### src/rtl/base_cntr_scan_pkg.sv
// Shared types and constants for the counter-array read scanner.
// Optional zero-skip filter is enabled by defining BASE_CNTR_SCAN_SKIPZ_EN.
package base_cntr_scan_pkg;

    typedef enum logic [1:0] {
        IDLE  = 2'd0,
        ISSUE = 2'd1,
        DRAIN = 2'd2
    } state_e;

    localparam int MAX_OUT_DEFAULT = 4;

    // Width of a counter that must hold 0..m inclusive.
    function automatic int outst_width(input int m);
        return $clog2(m + 1);
    endfunction

endpackage

### src/rtl/base_cntr_scan_if.sv
// Bundle of the scan request, counter-array read port and output beat stream.
interface base_cntr_scan_if #(
    parameter int width      = 32,
    parameter int addr_width = 2
);
    logic                  i_start_v;
    logic                  i_start_r;
    logic                  o_busy;
    logic                  o_rd_v;
    logic                  o_rd_r;
    logic [addr_width-1:0] o_rd_a;
    logic                  i_rd_v;
    logic                  i_rd_r;
    logic [width-1:0]      i_rd_d;
    logic                  o_v;
    logic                  o_r;
    logic [addr_width-1:0] o_a;
    logic [width-1:0]      o_d;
    logic                  o_last;

    modport master (
        input  i_start_v, o_rd_r, i_rd_v, i_rd_d, o_r,
        output i_start_r, o_busy, o_rd_v, o_rd_a, i_rd_r, o_v, o_a, o_d, o_last
    );

    modport slave (
        output i_start_v, o_rd_r, i_rd_v, i_rd_d, o_r,
        input  i_start_r, o_busy, o_rd_v, o_rd_a, i_rd_r, o_v, o_a, o_d, o_last
    );

endinterface

### src/rtl/base_alatch.sv
// One-entry valid/ready register stage; accepts a new word whenever empty or
// being drained in the same cycle, so o_v never depends on o_r.
module base_alatch #(
    parameter int width = 8
) (
    input  logic             clk,
    input  logic             reset,
    input  logic             i_v,
    output logic             i_r,
    input  logic [width-1:0] i_d,
    output logic             o_v,
    input  logic             o_r,
    output logic [width-1:0] o_d
);

    logic             v_q, v_d;
    logic [width-1:0] d_q, d_d;

    assign i_r = !v_q || o_r;
    assign o_v = v_q;
    assign o_d = d_q;

    always_comb begin
        v_d = v_q;
        d_d = d_q;
        if (i_v && i_r) begin
            v_d = 1'b1;
            d_d = i_d;
        end else if (o_r) begin
            v_d = 1'b0;
        end
    end

    always_ff @(posedge clk) begin
        if (reset) begin
            v_q <= 1'b0;
            d_q <= '0;
        end else begin
            v_q <= v_d;
            d_q <= d_d;
        end
    end

endmodule

### src/rtl/base_cntr_scan.sv
// Walks counter addresses 0..n-1 with bounded outstanding reads and streams
// {address, value, last}. Define BASE_CNTR_SCAN_SKIPZ_EN to drop zero counters.
module base_cntr_scan
    import base_cntr_scan_pkg::*;
#(
    parameter int width      = 32,
    parameter int n          = 4,
    parameter int addr_width = $clog2(n),
    parameter int max_out    = MAX_OUT_DEFAULT
) (
    input logic              clk,
    input logic              reset,
    base_cntr_scan_if.master bus
);

    localparam int OW = outst_width(max_out);
    localparam int BW = addr_width + width + 1;

    localparam logic [1:0]            ST_IDLE  = 2'(IDLE);
    localparam logic [1:0]            ST_ISSUE = 2'(ISSUE);
    localparam logic [1:0]            ST_DRAIN = 2'(DRAIN);
    localparam logic [addr_width-1:0] LAST_A   = addr_width'(n - 1);
    localparam logic [OW-1:0]         MAX_O    = OW'(max_out);

    logic [1:0]            state_q, state_d;
    logic [addr_width-1:0] req_a_q, req_a_d;
    logic [addr_width-1:0] rsp_a_q, rsp_a_d;
    logic [OW-1:0]         outst_q, outst_d;

    logic          busy;
    logic          rd_acc;
    logic          rsp_acc;
    logic          rsp_take;
    logic          keep;
    logic          lat_iv;
    logic          lat_ir;
    logic          lat_ov;
    logic [BW-1:0] lat_id;
    logic [BW-1:0] lat_od;
    logic          beat_acc;

    assign busy          = (state_q != ST_IDLE);
    assign bus.i_start_r = (state_q == ST_IDLE);
    assign bus.o_busy    = busy;
    assign bus.o_rd_v    = (state_q == ST_ISSUE) && (outst_q < MAX_O);
    assign bus.o_rd_a    = req_a_q;
    // Responses outside a scan are always acknowledged and then dropped.
    assign bus.i_rd_r    = !busy || lat_ir;

    assign rd_acc   = bus.o_rd_v && bus.o_rd_r;
    assign rsp_acc  = bus.i_rd_v && bus.i_rd_r;
    assign rsp_take = rsp_acc && busy && (outst_q != '0);

`ifdef BASE_CNTR_SCAN_SKIPZ_EN
    assign keep = (bus.i_rd_d != '0) || (rsp_a_q == LAST_A);
`else
    assign keep = 1'b1;
`endif

    assign lat_iv   = rsp_take && keep;
    assign lat_id   = {rsp_a_q, bus.i_rd_d, (rsp_a_q == LAST_A)};
    assign bus.o_v  = lat_ov;
    assign {bus.o_a, bus.o_d, bus.o_last} = lat_od;
    assign beat_acc = lat_ov && bus.o_r;

    base_alatch #(.width(BW)) u_out (
        .clk   (clk),
        .reset (reset),
        .i_v   (lat_iv),
        .i_r   (lat_ir),
        .i_d   (lat_id),
        .o_v   (lat_ov),
        .o_r   (bus.o_r),
        .o_d   (lat_od)
    );

    always_comb begin
        state_d = state_q;
        req_a_d = req_a_q;
        rsp_a_d = rsp_a_q;
        outst_d = outst_q;

        case (state_q)
            ST_IDLE: begin
                if (bus.i_start_v) begin
                    state_d = ST_ISSUE;
                    req_a_d = '0;
                    rsp_a_d = '0;
                    outst_d = '0;
                end
            end
            ST_ISSUE: begin
                if (rd_acc && (req_a_q == LAST_A)) state_d = ST_DRAIN;
            end
            ST_DRAIN: begin
                if (beat_acc && bus.o_last) state_d = ST_IDLE;
            end
            default: state_d = ST_IDLE;
        endcase

        // Addresses saturate at n-1 so a scan never wraps onto counter 0.
        if (busy) begin
            if (rd_acc && (req_a_q != LAST_A))   req_a_d = req_a_q + 1'b1;
            if (rsp_take && (rsp_a_q != LAST_A)) rsp_a_d = rsp_a_q + 1'b1;
            if (rd_acc && !rsp_take)             outst_d = outst_q + 1'b1;
            else if (!rd_acc && rsp_take)        outst_d = outst_q - 1'b1;
        end
    end

    always_ff @(posedge clk) begin
        if (reset) begin
            state_q <= ST_IDLE;
            req_a_q <= '0;
            rsp_a_q <= '0;
            outst_q <= '0;
        end else begin
            state_q <= state_d;
            req_a_q <= req_a_d;
            rsp_a_q <= rsp_a_d;
            outst_q <= outst_d;
        end
    end

endmodule

### src/flat_wrapper.sv
// flat-port wrapper written by rule: the top's interface ports become plain ports
module base_cntr_scan_flat import base_cntr_scan_pkg::*;
#(
    parameter int width      = 32,
    parameter int n          = 4,
    parameter int addr_width = $clog2(n),
    parameter int max_out    = MAX_OUT_DEFAULT
)
  (clk, reset, bus_i_start_v, bus_o_rd_r, bus_i_rd_v, bus_i_rd_d, bus_o_r, bus_i_start_r, bus_o_busy, bus_o_rd_v, bus_o_rd_a, bus_i_rd_r, bus_o_v, bus_o_a, bus_o_d, bus_o_last);
  base_cntr_scan_if #(.width(width), .addr_width(addr_width)) bus_i ();
  input logic clk;
  input logic reset;
  input wire logic [$bits(bus_i.i_start_v)-1:0] bus_i_start_v;
  input wire logic [$bits(bus_i.o_rd_r)-1:0] bus_o_rd_r;
  input wire logic [$bits(bus_i.i_rd_v)-1:0] bus_i_rd_v;
  input wire logic [$bits(bus_i.i_rd_d)-1:0] bus_i_rd_d;
  input wire logic [$bits(bus_i.o_r)-1:0] bus_o_r;
  output wire logic [$bits(bus_i.i_start_r)-1:0] bus_i_start_r;
  output wire logic [$bits(bus_i.o_busy)-1:0] bus_o_busy;
  output wire logic [$bits(bus_i.o_rd_v)-1:0] bus_o_rd_v;
  output wire logic [$bits(bus_i.o_rd_a)-1:0] bus_o_rd_a;
  output wire logic [$bits(bus_i.i_rd_r)-1:0] bus_i_rd_r;
  output wire logic [$bits(bus_i.o_v)-1:0] bus_o_v;
  output wire logic [$bits(bus_i.o_a)-1:0] bus_o_a;
  output wire logic [$bits(bus_i.o_d)-1:0] bus_o_d;
  output wire logic [$bits(bus_i.o_last)-1:0] bus_o_last;
  assign bus_i.i_start_v = bus_i_start_v;
  assign bus_i.o_rd_r = bus_o_rd_r;
  assign bus_i.i_rd_v = bus_i_rd_v;
  assign bus_i.i_rd_d = bus_i_rd_d;
  assign bus_i.o_r = bus_o_r;
  assign bus_i_start_r = bus_i.i_start_r;
  assign bus_o_busy = bus_i.o_busy;
  assign bus_o_rd_v = bus_i.o_rd_v;
  assign bus_o_rd_a = bus_i.o_rd_a;
  assign bus_i_rd_r = bus_i.i_rd_r;
  assign bus_o_v = bus_i.o_v;
  assign bus_o_a = bus_i.o_a;
  assign bus_o_d = bus_i.o_d;
  assign bus_o_last = bus_i.o_last;
  base_cntr_scan #(.width(width), .n(n), .addr_width(addr_width), .max_out(max_out)) u_core (.clk(clk), .reset(reset), .bus(bus_i));
endmodule
### config.mk
export PLATFORM = sky130hd
export DESIGN_NAME = base_cntr_scan_flat
export DESIGN_NICKNAME = d
export VERILOG_FILES = /design/src/rtl/base_cntr_scan_pkg.sv /design/src/rtl/base_cntr_scan_if.sv /design/src/rtl/base_alatch.sv /design/src/rtl/base_cntr_scan.sv /design/src/flat_wrapper.sv
export SDC_FILE = /design/constraint.sdc
export NUM_CORES = 1
export LEC_CHECK = 0
export ABC_AREA = 1
export CORE_AREA = 10 10 63 91
export CTS_CLUSTER_DIAMETER = 120
export DETAILED_ROUTE_END_ITERATION = 7
export DIE_AREA = 0 0 73 101
export MAX_ROUTING_LAYER = met4
export PLACE_DENSITY = 0.87
export SYNTH_ARGS = -nofsm -noshare
export SYNTH_HDL_FRONTEND = slang
export SYNTH_SLANG_ARGS = --single-unit
### constraint.sdc
create_clock -name clk -period 4.6 [get_ports clk]
set_input_delay 1.38 -clock clk [delete_from_list [all_inputs] [get_ports clk]]
set_output_delay 1.38 -clock clk [all_outputs]
set_load 0.02 [all_outputs]
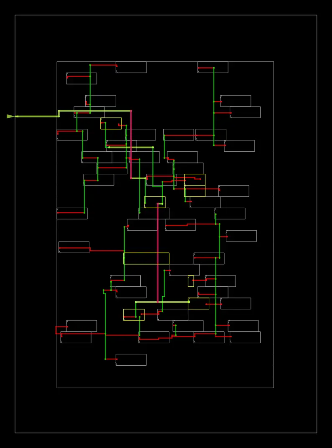
**Above:** run 1 (the clock network).
Late-Pin Clk Latency: 0.30 ns
clock sinks: 45
clock buffer count: 7
total CTS buffers: 5
Clk. pwr: 0.000308 W

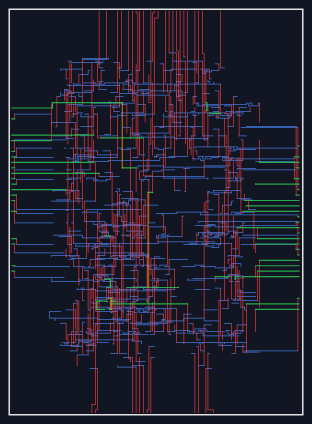
**Above:** run 1 (signal wires by layer).
Drawn at 4 px/um.
| color | layer | wire length |
|---|---|---|
| green | met3 | 373 um |
| blue | met1 | 2050 um |
| red | met2 | 2670 um |
| orange | met4 | 42.8 um |

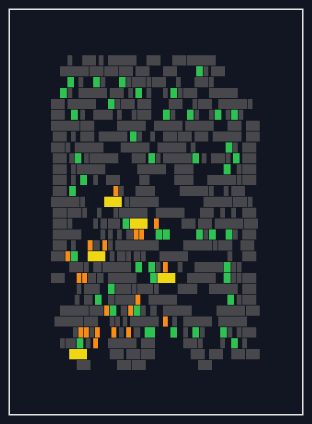
**Above:** run 1 (logic cells by family).
Drawn at 4 px/um.
| color | family | cells | most used |
|---|---|---|---|
| orange | inverters | 20 | inv_1 |
| yellow | adder and majority cells | 5 | ha_1 |
| green | inverting AOI/OAI gates | 45 | a21oi_1 |

==> impl_metrics.ini, run 1 <==
; implementation run metrics
[clock_tree]
holdBufCountCts = 0
cts_root_buf = clkbuf_8
path_clk_slew_ns = 0.08
cts_tree = built
htree_levels = 2
cts_resized = 0
clockBufferDepth = 2
postCtsSetupBuffers = 0

[timing]
max_freq_mhz = 240
setup_slack_ns = 0.437
hold_viol = 0
finalSetupTns_ns = 0
slew_headroom_pct = 44.4
slew_viol_final = 0
post-route-period-util_pct = 90.5
post-route-min-period_ns = 4.16
worst_pin_slew_ns = 0.833
fin_hold_ws_ns = 0.467
fin_skew_ns = 0.00597
rsz0062_at_grt = false
setup_viol = 0

[grt]
grt_busiest_layer = met2
grt_max_degree = 39
grt_pass1_vias = 1842
grt_util_met3_pct = 5.33
antenna_found_initial = 0
met2_usage_pct = 24.9
grt_pass1_wl_um = 8400
grt_overflow = 0
grt_util_all_layers_pct = 14.3
grt_use_met1_pct = 14.2

[synthesis]
netlist_area_um2 = 1820
synth_warnings = 0
synth-edff-count = 0
ys_area_um2 = 1820
synthArstFlopShare_pct = 0
top_cells_by_count = nand2_1, dfxtp_1, a21oi_1
numSynthFlops = 45
synthDistinctLibCells = 22
synth_top_area_share_pct = 49.4
dominantRegCellSynth = dfxtp_1
ys_cells = 240
top_cells_by_area = dfxtp_1, nand2_1, a21oi_1, inv_1, ha_1
floorplan.nets = 283
ys_seq_share_pct = 49.4
synth.avg_cell_area_um2 = 7.60
top_area_cell = dfxtp_1
synth.most_common_cell = nand2_1
syn_inst = 240

[setup_path]
r2r_cells = 8
cp-start-kind = primary input
rr_endpoint = u_core.outst_q[0]$_SDFF_PP0_
cp_max_fo = 3
cp.arrival_ns = 2.78
critPathKind = primary input to output pin
cp-endpoint = bus_i_rd_r
reg2reg_slack_ns = 2.18
critPathRequiredTime_ns = 3.22
crit_start = bus_o_r
regToRegStartpoint = u_core.outst_q[0]$_SDFF_PP0_
end_kind = output pin

[placed_design]
pre_cts_ws_ns = 0.433
port_buffers = 79
place_area_um2 = 2610
numPlacedInstances = 354
gp_congestion = 0.815
hpwl_um = 3840

[cells_and_area]
fillers = 394
post-route-util_pct = 65.8
syn_to_final_growth_pct = 49.2
finalNonFillerCells = 362
n_antenna_cell = 0
design_area_um2 = 2720
drive_above_1_share_pct = 5.70
nets = 358

[drt]
postRouteAntennaNets = 0
routed_wl_um = 5130
drc = 0
wl_met3_um = 373
drt_iter0_drc = 105
vias = 1774
wl_met1_um = 2050
vias_per_cell = 4.90
firstDrtPassIters = 4
top_layer = met4
avgRoutedWirePerCell_um = 14.2
route.met2.wl_um = 2670

[power_and_ir_drop]
p_total_w = 0.000842
pwr-share-clk_pct = 36.6
leakagePower_nw = 1.01
combPwrFrac_pct = 14.9
p_per_area_nw_per_um2 = 309
p_int_w = 0.000641
power.switching_w = 0.000201
seqPwrFrac_pct = 48.4
ir_drop_v = 0.000270
swShare_pct = 23.9

[floorplanning]
die_width_um = 73
fp_util_pct = 44.1
die_area_um2 = 7370
row_count = 29
core_um2 = 4140
io_pins = 80
die_y_um = 101

[worst_hold_path]
hold_path_depth = 2
hold_class = flop to flop
hp-start = u_core.u_out.o_d[4]$_SDFFE_PP0P_
hold_end = u_core.u_out.o_d[4]$_SDFFE_PP0P_

[job]
warnings = 27
maxCapViolations = 0

[run_status]
status = completed
==> run 1: power by group through the flow <==
stage	clock network, W	logic (W)	registers [W]
global placement	0	0.000122	0.000417
floorplan	0	0.0000529	0.000427
finish	0.000308	0.000126	0.000408
detailed placement	0	0.000126	0.000417
global route	0.000328	0.000139	0.000409
CTS	0.000316	0.000127	0.000408
==> run 1: sequential cells by signal, summed over array words and instances (netlist names) <==
name / count
u_core.u_out.o_d: 35
u_core.state_q: 2
u_core.outst_q: 3
u_core.rsp_a_q: 2
u_core.u_out.o_v: 1
u_core.bus.o_rd_a: 2
==> run 1: layout by cell type (no fill, tap or decap), types with 2 or more instances in the layout <==
cell	Yosys	layout
inv_2	3	3
nand2_2	2	2
nand3_1	9	9
clkdlybuf4s50_1	0	79
clkbuf_8	0	6
ha_1	5	5
a21oi_1	40	40
nand2_1	83	83
nor2_1	11	11
nor2_4	2	2
o21ai_0	4	4
inv_1	17	17
dfxtp_1	45	45
==> run 1: cell families (layout without fill, tap and decap cells) <==
family,after synthesis,count (layout),share of synthesized area (%)
DFF,45,45,49.4
xor gates and xnor gates,1,1,0.480
adders and majority gates,5,5,3.43
buffers and inverters,32,108,8.23
AOI/OAI and AO/OA,45,45,12.5
and+or+nand+nor,112,112,26.0
==> run 1: cell type report <==
type	instances	area, um2	share of cell area (%)
clock buffer	7	86.3	3.17
timing repair buffer	80	798	29.3
inverter	20	75.1	2.76
multi-input combinational	163	773	28.4
sequential	45	901	33.1
clock inverter	1	30.0	1.10
tap	46	57.6	2.11
==> run 1: worst max-delay path, cell delays in order <==
cell and delay (ns):
clkdlybuf4s50_1 0.48, inv_1 0.04, nand2_1 0.10, inv_1 0.10, nand2_1 0.07, clkdlybuf4s50_1 0.60
--- run 2 (diff from run 1) ---
--- a/config.mk
+++ b/config.mk
@@ -12,6 +12,7 @@
 export DIE_AREA = 0 0 73 101
 export MAX_ROUTING_LAYER = met4
 export PLACE_DENSITY = 0.87
+export SKIP_CTS_REPAIR_TIMING = 1
 export SYNTH_ARGS = -nofsm -noshare
 export SYNTH_HDL_FRONTEND = slang
 export SYNTH_SLANG_ARGS = --single-unit
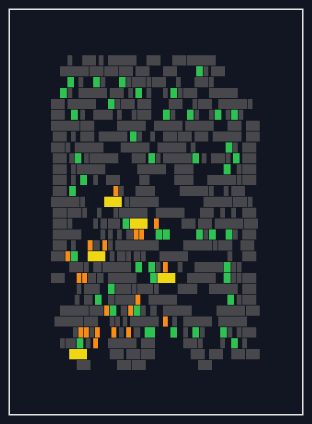
**Above:** run 2 (logic cells by family).
Drawn at 4 px/um.
| color | family | cells | most used |
|---|---|---|---|
| orange | inverters | 20 | inv_1 |
| yellow | adder and majority cells | 5 | ha_1 |
| green | inverting AOI/OAI gates | 45 | a21oi_1 |
Comb/total area: 28.4%
Layout Cells excl Fill: 362
Commonest Layout Cell: nand2_1

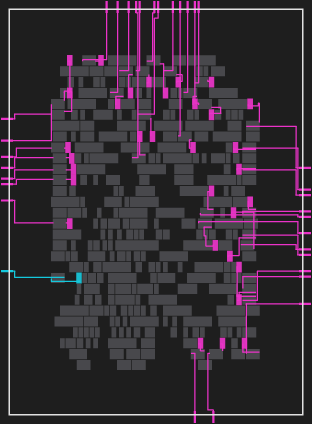
**Above:** run 2 (I/O nets highlighted).
Drawn at 4 px/um.
| color | port | bits | direction | edge | end cells | buffers | wire |
|---|---|---|---|---|---|---|---|
| magenta | `bus_i_rd_d` | 32 | input | 12 top, 11 right, 7 left, 2 bottom | 32 | 32 | 804 um |
| cyan | `bus_o_rd_v` | 1 | output | left | 1 | 1 | 22.4 um |

==> impl_metrics.ini, run 2 <==
; implementation run metrics
[setup_path]
crit_slowest_cell = clkdlybuf4s50_1
crit_family = buffers and inverters
regToRegStartpoint = u_core.outst_q[0]$_SDFF_PP0_
end_kind = output pin
cp_cell_sequence = clkdlybuf4s50_1 > inv_1 > nand2_1 > inv_1 > nand2_1 > clkdlybuf4s50_1
critPathKind = primary input to output pin
critical_path.max_stage_delay_ns = 0.60
cp-endpoint = bus_i_rd_r
worst-path-stages = 6
cp-start-kind = primary input
cp_max_fo = 3
reg2reg_slack_ns = 2.18
crit_start = bus_o_r
r2r_cells = 8
cp.buffers_inverters = 4

[cells_and_area]
nMultiInputCombCells = 163
mi_logic_area_um2 = 773
buffer_area_share_pct = 29.3
design_area_um2 = 2720
inverters_excl_clock = 20
fillers = 394
post-route-util_pct = 65.8
n_all_buffers = 80
seq_share_pct = 33.1
syn_to_final_growth_pct = 49.2
n_antenna_cell = 0
mostFrequentLayoutCells = nand2_1, clkdlybuf4s50_1, dfxtp_1
seq_cell_count = 45
nets = 358
largest_reg_flops = 35
n_clock_buffer = 7

[grt]
grt_busiest_layer = met2
grt_pass1_wl_um = 8400
met2_usage_pct = 24.9
grt_overflow = 0
antenna_found_initial = 0
grt_pass1_vias = 1842
grt_use_met1_pct = 14.2
grt_util_met3_pct = 5.33
grt_max_degree = 39

[power_and_ir_drop]
leakagePower_nw = 1.01
p_seq_w = 0.000408
pwr-share-clk_pct = 36.6
ir_drop_v = 0.000270
p_per_area_nw_per_um2 = 309
comb_power_w = 0.000126
top_power_group = registers
swShare_pct = 23.9
combPwrFrac_pct = 14.9
seqPwrFrac_pct = 48.4
pg_clk_w = 0.000308
p_int_w = 0.000641
power.switching_w = 0.000201

[placed_design]
numPlacedInstances = 354
pre_cts_ws_ns = 0.433
gp_congestion = 0.815
hpwl_um = 3840
port_buffers = 79

[timing]
slew_headroom_pct = 44.4
slew_viol_final = 0
hold_viol = 0
worst_pin_slew_ns = 0.833
rsz0062_at_grt = false
fin_skew_ns = 0.00597
finalSetupTns_ns = 0
post-route-period-util_pct = 90.5
setup_viol = 0
max_freq_mhz = 240
post-route-min-period_ns = 4.16

[job]
maxCapViolations = 0

[clock_tree]
cts_buffers = 5
htree_levels = 2
cts_tree = built
cts.sinks = 45
clkLatencyLatePin_ns = 0.30
clockBufferDepth = 2
cts_root_buf = clkbuf_8
path_clk_slew_ns = 0.08

[drt]
drc = 0
top_layer = met4
wl_met3_um = 373
drt_iter0_drc = 105
postRouteAntennaNets = 0
wl_met1_um = 2050
firstDrtPassIters = 4

[synthesis]
netlist_area_um2 = 1820
synthArstFlopShare_pct = 0
floorplan.nets = 283
syn_inst = 240
numSynthFlops = 45
synth.avg_cell_area_um2 = 7.60
top_cells_by_area = dfxtp_1, nand2_1, a21oi_1, inv_1, ha_1
synth_warnings = 0
ys_seq_share_pct = 49.4
synth-edff-count = 0
top_area_cell = dfxtp_1
ys_area_um2 = 1820
synth.most_common_cell = nand2_1
synth_top_area_share_pct = 49.4
top_cells_by_count = nand2_1, dfxtp_1, a21oi_1

[floorplanning]
die_y_um = 101
tap_cells = 46
die_area_um2 = 7370
io_pins = 80
fp_util_pct = 44.1
row_count = 29
die_width_um = 73
core_um2 = 4140

[run_status]
status = completed

[worst_hold_path]
hold_class = flop to flop
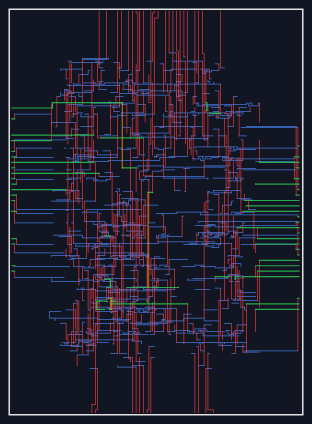
**Above:** run 2 (signal wires by layer).
Drawn at 4 px/um.
| color | layer | wire length |
|---|---|---|
| orange | met4 | 42.8 um |
| blue | met1 | 2050 um |
| red | met2 | 2670 um |
| green | met3 | 373 um |
DR vias: 1774
GRT Total Usage: 14.3%
Routed WL per cell: 14.2 um
final wirelength: 5130 um

## run 2: cell counts in the layout (fill, tap and decap cells not counted)
Identical to the previous run, type by type.
## run 2: how the worst min path moves through the flow
| stage | startpoint | end | slack, ns | cells after the start |
|---|---|---|---|---|
| 2_1_floorplan | u_core.rsp_a_q[1]$_SDFF_PP0_ | u_core.u_out.o_d[34]$_SDFFE_PP0P_ | 0.45 | 2 |
| 3_3_place_gp | u_core.u_out.o_d[26]$_SDFFE_PP0P_ | u_core.u_out.o_d[26]$_SDFFE_PP0P_ | 0.45 | 2 |
| 3_5_place_dp | u_core.u_out.o_d[20]$_SDFFE_PP0P_ | u_core.u_out.o_d[20]$_SDFFE_PP0P_ | 0.45 | 2 |
| 4_1_cts | u_core.u_out.o_d[20]$_SDFFE_PP0P_ | u_core.u_out.o_d[20]$_SDFFE_PP0P_ | 0.47 | 2 |
| 5_1_grt | u_core.u_out.o_d[9]$_SDFFE_PP0P_ | u_core.u_out.o_d[9]$_SDFFE_PP0P_ | 0.49 | 2 |
| 6_report | u_core.u_out.o_d[4]$_SDFFE_PP0P_ | u_core.u_out.o_d[4]$_SDFFE_PP0P_ | 0.47 | 2 |
## run 2: cells by family after synthesis
kind of cell             Yosys count  share of synthesized area (%)
buffers and inverters             32                           8.23
AND-OR/OR-AND                     45                           12.5
AND/OR/NAND/NOR                  112                           26.0
flip-flops                        45                           49.4
XOR/XNOR                           1                          0.480
adder cells (fa/ha/maj)            5                           3.43
## run 2: tightest hold or removal path: stages, from the launching register on
cell and delay (ns):
dfxtp_1 0.31, nand2_1 0.06, a21oi_1 0.05
Power and IR drop assume default switching activity.
